Figure 1. Track usage over the die (run 1).
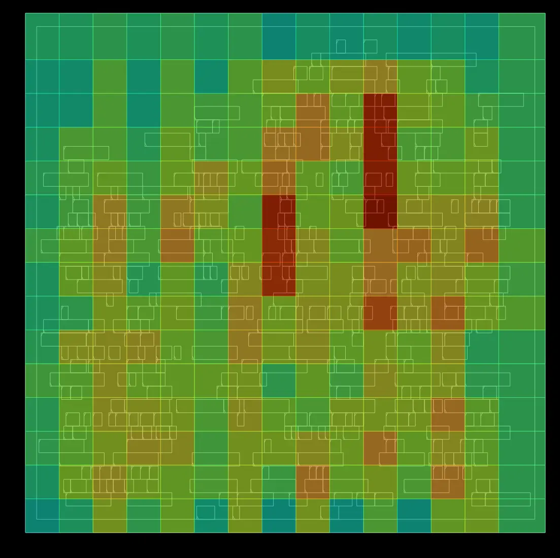
Figure 2. Placement by cell class (run 1).
(4 px per um)
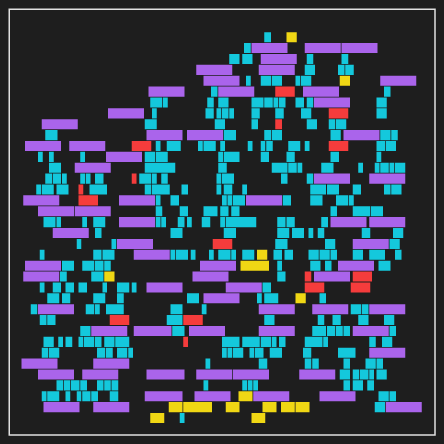
Figure 3. M1 wires (run 1).
(4 px per um)
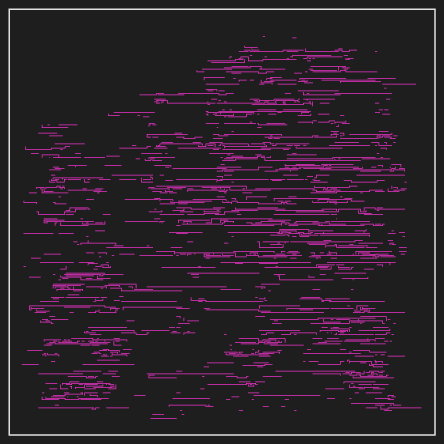
Figure 4. Zoomed window (run 1).
Region (14, 67) to (39, 92) um. Cells in gray, sequential cells in the stronger gray; small squares are vias.
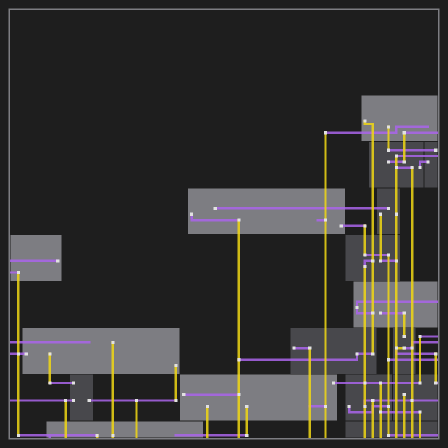
==> src/rtl/led_mode_ctrl.sv <==
// LED mode controller: synchronises and debounces one push-button, steps a
// four-state mode FSM per press, and drops back to OFF after an idle timeout.
module led_mode_ctrl #(
  parameter logic [19:0] DEB_MAX          = 20'd999_999,
  parameter logic [31:0] SEC_MAX          = 32'd49_999_999,
  parameter logic [7:0]  IDLE_TIMEOUT_SEC = 8'd30
) (
  input  logic       clk,
  input  logic       rst,
  input  logic       key_n,
  output logic [1:0] mode,
  output logic [2:0] mode_en,
  output logic       key_pulse
);

  typedef enum logic [1:0] {OFF = 2'b00, FLASH = 2'b01, CHASE = 2'b10, ON = 2'b11} mode_t;

  mode_t       state, state_nxt;
  logic [2:0]  en_nxt;
  logic        key_m, key_s, key_db;
  logic [19:0] deb_cnt;
  logic [31:0] sec_cnt;
  logic [7:0]  idle_sec;
  logic        deb_hit, sec_tick, timeout;

  assign deb_hit  = (key_s != key_db) && (deb_cnt == DEB_MAX);
  assign sec_tick = (sec_cnt == SEC_MAX);
  assign timeout  = (IDLE_TIMEOUT_SEC != 8'd0) && (idle_sec == IDLE_TIMEOUT_SEC) && (state != OFF);

  // sync chain and debounced level reset high so rst release is never a press
  always_ff @(posedge clk or posedge rst) begin
    if (rst) begin
      key_m <= 1'b1;
      key_s <= 1'b1;
    end else begin
      key_m <= key_n;
      key_s <= key_m;
    end
  end

  always_ff @(posedge clk or posedge rst) begin
    if (rst) begin
      key_db    <= 1'b1;
      deb_cnt   <= 20'd0;
      key_pulse <= 1'b0;
    end else begin
      key_pulse <= deb_hit & ~key_s;
      if (key_s == key_db) begin
        deb_cnt <= 20'd0;
      end else if (deb_hit) begin
        key_db  <= key_s;
        deb_cnt <= 20'd0;
      end else begin
        deb_cnt <= deb_cnt + 20'd1;
      end
    end
  end

  always_ff @(posedge clk or posedge rst) begin
    if (rst) begin
      sec_cnt  <= 32'd0;
      idle_sec <= 8'd0;
    end else if (key_pulse || state == OFF || timeout) begin
      sec_cnt  <= 32'd0;
      idle_sec <= 8'd0;
    end else begin
      sec_cnt <= sec_tick ? 32'd0 : sec_cnt + 32'd1;
      if (sec_tick && idle_sec != IDLE_TIMEOUT_SEC) idle_sec <= idle_sec + 8'd1;
    end
  end

  // a press takes priority over a timeout landing in the same cycle
  always_comb begin
    state_nxt = state;
    if (key_pulse) begin
      case (state)
        OFF:     state_nxt = FLASH;
        FLASH:   state_nxt = CHASE;
        CHASE:   state_nxt = ON;
        default: state_nxt = OFF;
      endcase
    end else if (timeout) begin
      state_nxt = OFF;
    end
  end

  always_comb begin
    en_nxt = 3'b000;
    case (state_nxt)
      FLASH:   en_nxt = 3'b001;
      CHASE:   en_nxt = 3'b010;
      ON:      en_nxt = 3'b100;
      default: en_nxt = 3'b000;
    endcase
  end

  always_ff @(posedge clk or posedge rst) begin
    if (rst) begin
      state   <= OFF;
      mode_en <= 3'b000;
    end else begin
      state   <= state_nxt;
      mode_en <= en_nxt;
    end
  end

  assign mode = state;

endmodule

==> config.mk <==
export PLATFORM = sky130hd
export DESIGN_NAME = led_mode_ctrl
export DESIGN_NICKNAME = d
export VERILOG_FILES = /design/src/rtl/led_mode_ctrl.sv
export SDC_FILE = /design/constraint.sdc
export NUM_CORES = 1
export LEC_CHECK = 0
export CAP_MARGIN = 5
export CORE_MARGIN = 2
export CORE_UTILIZATION = 35
export DETAILED_ROUTE_END_ITERATION = 16
export PLACE_DENSITY = 0.46
export SLEW_MARGIN = 20
export SYNTH_ARGS = -nofsm -noshare
export SYNTH_HDL_FRONTEND = slang
export SYNTH_SLANG_ARGS = --single-unit
export TNS_END_PERCENT = 5
==> constraint.sdc <==
create_clock -name clk -period 2.9 [get_ports clk]
set_input_delay 0.435 -clock clk [delete_from_list [all_inputs] [get_ports clk]]
set_output_delay 0.435 -clock clk [all_outputs]
set_load 0.02 [all_outputs]
==> ci_impl_report.md, run 1 <==
### Yosys + OpenROAD results

| Metric | Value |
|---|---|
| Multi-In Gates | between 200 and 300 |
| Post-detail-place hpwl | around 5.6 mm |
| Max stage delay on crit path | 670 ps |
| CP Cell Sequence | nand3_1 -> or4b_2 -> o31ai_2 -> buf_4 -> nor2_1 |
| Slowest cell on crit path | o31ai_2 |
| Reg area | approximately 1700 um2 |
| Critical path endpoint category | register |
| # fillers | 1050 |
| Sw Share | a little over a fifth |
| Netlist Area Pre-Place | between 3000 and 4000 um2 |
| Synthesized Nets | roughly 390 |
| Post-CTS resize count | 0 |
| Post-route clock period utilization | about four fifths |
| Most frequent cells in the layout | dfrtp_1, nor2_1, a21oi_1 |
| Clock-cell share of area | under 10% |
| Buf+Inv Stages, Crit Path | 1 |
| Adder Share, Synth | between 2 and 2.5% |
| Max Fanout on Critical Path | 12 |
| Outcome | complete, no violations |
| Largest net degree at the start of global routing | 70 |
| Max Fclk | 429 MHz |
| Share of power burned in registers | around 57% |
| Slew HR | 50.4% |
| Setup_tns | 0 ps |
| I/O Buffers | 8 |
| Clk root buf | clkbuf_8 |
| Routed met3 length | ~210 um |
| # Cells Yosys | ~380 |
| Unique cell types | 46 |
| Clk power | between 0.0006 and 0.0007 W |
| Clock Sinks | a little under 70 |
| Non-clock inverter count | 20 |
| DRC Markers | 0 |
| IO Count | 9 |
| Crit path launch type | register |
| Die width | roughly 110 um |
| Yosys Chip Area | ~3600 um2 |
| Detail Route Antenna Nets | 0 |
| Min setup slack post-route | approximately 570 ps |
| Final Hold Viols | 0 |
About Figure 1:
met2 GRT Util: 25.6%
DR WL/cell: 15.6 um
GRT Util Overall: 16.1%
Final Core Density: 40.0%

About Figure 2:
[cyan] combinational and other logic | cells: 293 | share of their area: 47%
[red] clock drivers and dummy loads | cells: 16 | share of their area: 4.4%
[purple] flops | cells: 69 | share of their area: 44%
[yellow] other buffers and delay cells | cells: 15 | share of their area: 4.0%
row count: 37
sequential share of cell area: 42.3%
final instance area: 4090 um2
Core Area: 10200 um2

About Figure 3:
longest straight run: 23.9 um
wire length on this layer: 3970 um
share of all routed wire: 48%
met1 Track Usage GR: 20.9%
drt total wl: 8.23 mm
vias: 2899

About Figure 4:
[yellow] metal 2
[purple] metal 1
most frequent: nor2_1 (4), dfrtp_1 (4), xor2_1 (3)
sequential cells in the window: 4
cells with their middle in the window: 13
netlist names of flops here include: `sec_cnt` (3), `deb_cnt` (1)

==> run 1: registers in the layout (all words and copies together) (netlist names) <==
signal / cells
deb_cnt: 20
idle_sec: 8
key_db: 1
key_m: 1
key_pulse: 1
key_s: 1
mode: 2
mode_en: 3
sec_cnt: 32
==> run 1: through the flow <==
step	hold slack [ps]	total power (W)	util, %
global placement	352	0.00103	38.3
detailed placement	350	0.00103	38.3
floorplan	345	0.00101	-
global route	368	0.00181	40.0
CTS	366	0.00175	40.0
finish	363	0.00171	40.0
==> run 1: layer usage <==
metal	up-vias	track usage [%]
met4	0	6.02
met1	1440	20.9
met2	23	25.6
li1	1425	-
met5	-	0
met3	11	4.60
==> run 1 -> run 2 <==
--- a/config.mk
+++ b/config.mk
@@ -9,7 +9,7 @@
 export CORE_MARGIN = 2
 export CORE_UTILIZATION = 35
 export DETAILED_ROUTE_END_ITERATION = 16
-export PLACE_DENSITY = 0.46
+export PLACE_DENSITY = 0.48
 export SLEW_MARGIN = 20
 export SYNTH_ARGS = -nofsm -noshare
 export SYNTH_HDL_FRONTEND = slang
==> constraint.sdc (replaced) <==
create_clock -name clk -period 1.93 [get_ports clk]
set_input_delay 0.2895 -clock clk [delete_from_list [all_inputs] [get_ports clk]]
set_output_delay 0.2895 -clock clk [all_outputs]
set_load 0.02 [all_outputs]
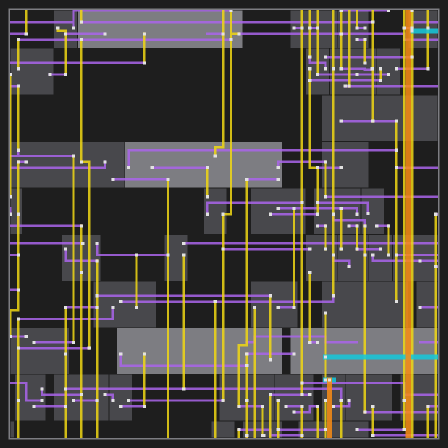
Figure 5: run 2, zoomed window.
Region (14, 67) to (39, 92) um. Cells in gray, sequential cells in the stronger gray; small squares are vias.
[purple] metal 1
[orange] metal 4
[yellow] metal 2
[cyan] metal 3
most frequent: buf_4 (6), nand2_1 (4), nor2_1 (4)
cells with their middle in the window: 37
sequential cells in the window: 4
netlist names of flops here include: `sec_cnt` (4)

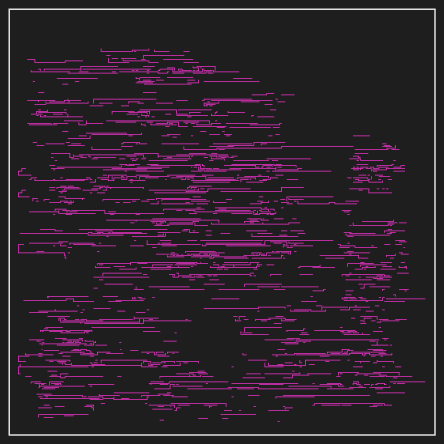
Figure 6: run 2, M1 wires.
(4 px per um)
nets with wire on the layer: 414
wire length on this layer: 4160 um
drt total wl: 8.58 mm
vias: 3059
met1 Track Usage GR: 23.0%

==> ci_impl_report.md, run 2 <==
### Yosys + OpenROAD results

| Metric | Value |
|---|---|
| Outcome | complete, no violations |
| Clock Sinks | 69 (unchanged) |
| Max reg flops | 32 (unchanged) |
| Final total power | 0.00277 W (+62%) |
| Die width | 106 um (unchanged) |
| Slowest cell on crit path | or4b_2 |
| DR WL/cell | 15.0 um (-3.5%) |
| Post-CTS resize count | 5 (+5) |
| I/O Buffers | 8 (unchanged) |
| Largest regs | sec_cnt: 32 flops, deb_cnt: 20 flops, idle_sec: 8 flops |
| Largest reg by FF count | sec_cnt |
| Clk power | 0.00125 W (+79%) |
| # Cells Yosys | 376 (unchanged) |
| Max Fclk | 520 MHz (+21%) |
| Yosys Chip Area | 3650 um2 (unchanged) |
| Slew HR | 68.1% (+18 points) |
| Most frequent cells in the layout | dfrtp_1, buf_4, nor2_1 |
| Post-detail-place hpwl | 6.16 mm (+11%) |
| IO Count | 9 (unchanged) |
| Routed met3 length | 337 um (+57%) |
| Synthesized Nets | 385 (unchanged) |
| Unique cell types | 46 (unchanged) |
| Sw Share | 23.7% (+1.8 points) |
| GRT Util Overall | 16.3% (+0.16 points) |
| Detail Route Antenna Nets | 0 (unchanged) |
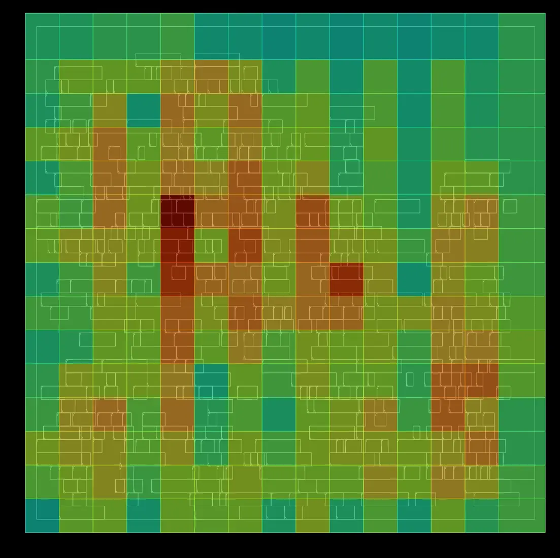
Figure 7: run 2, track usage over the die.
Top Usage Layer GRT: met2
Final Core Density: 44.1%
met2 GRT Util: 25.3%
GRT met3 Usage: 2.76%

==> run 2: cell counts after synthesis <==
No cell type changed its count.
==> run 2: area by class of cell <==
type | count | area [um2]
fill | 997 | 5720
multi-input combinational | 273 | 1820
sequential | 69 | 1740
timing repair buffer | 58 | 497
tap | 136 | 170
clock buffer | 10 | 138
inverter | 20 | 78.8
clock inverter | 6 | 68.8
==> run 2: kinds of logic (layout without fill, tap and decap cells) <==
| kind of cell | after synthesis | count (layout) | share of synthesized area [%] |
|---|---|---|---|
| xor+xnor | 24 | 24 | 5.76 |
| simple gates | 169 | 169 | 28.1 |
| flops | 69 | 69 | 47.4 |
| mux | 2 | 2 | 0.583 |
| fa+ha+maj | 6 | 6 | 2.06 |
| compound gates | 72 | 72 | 12.1 |
| buf+inv | 34 | 94 | 3.95 |
Power and IR drop assume default switching activity.
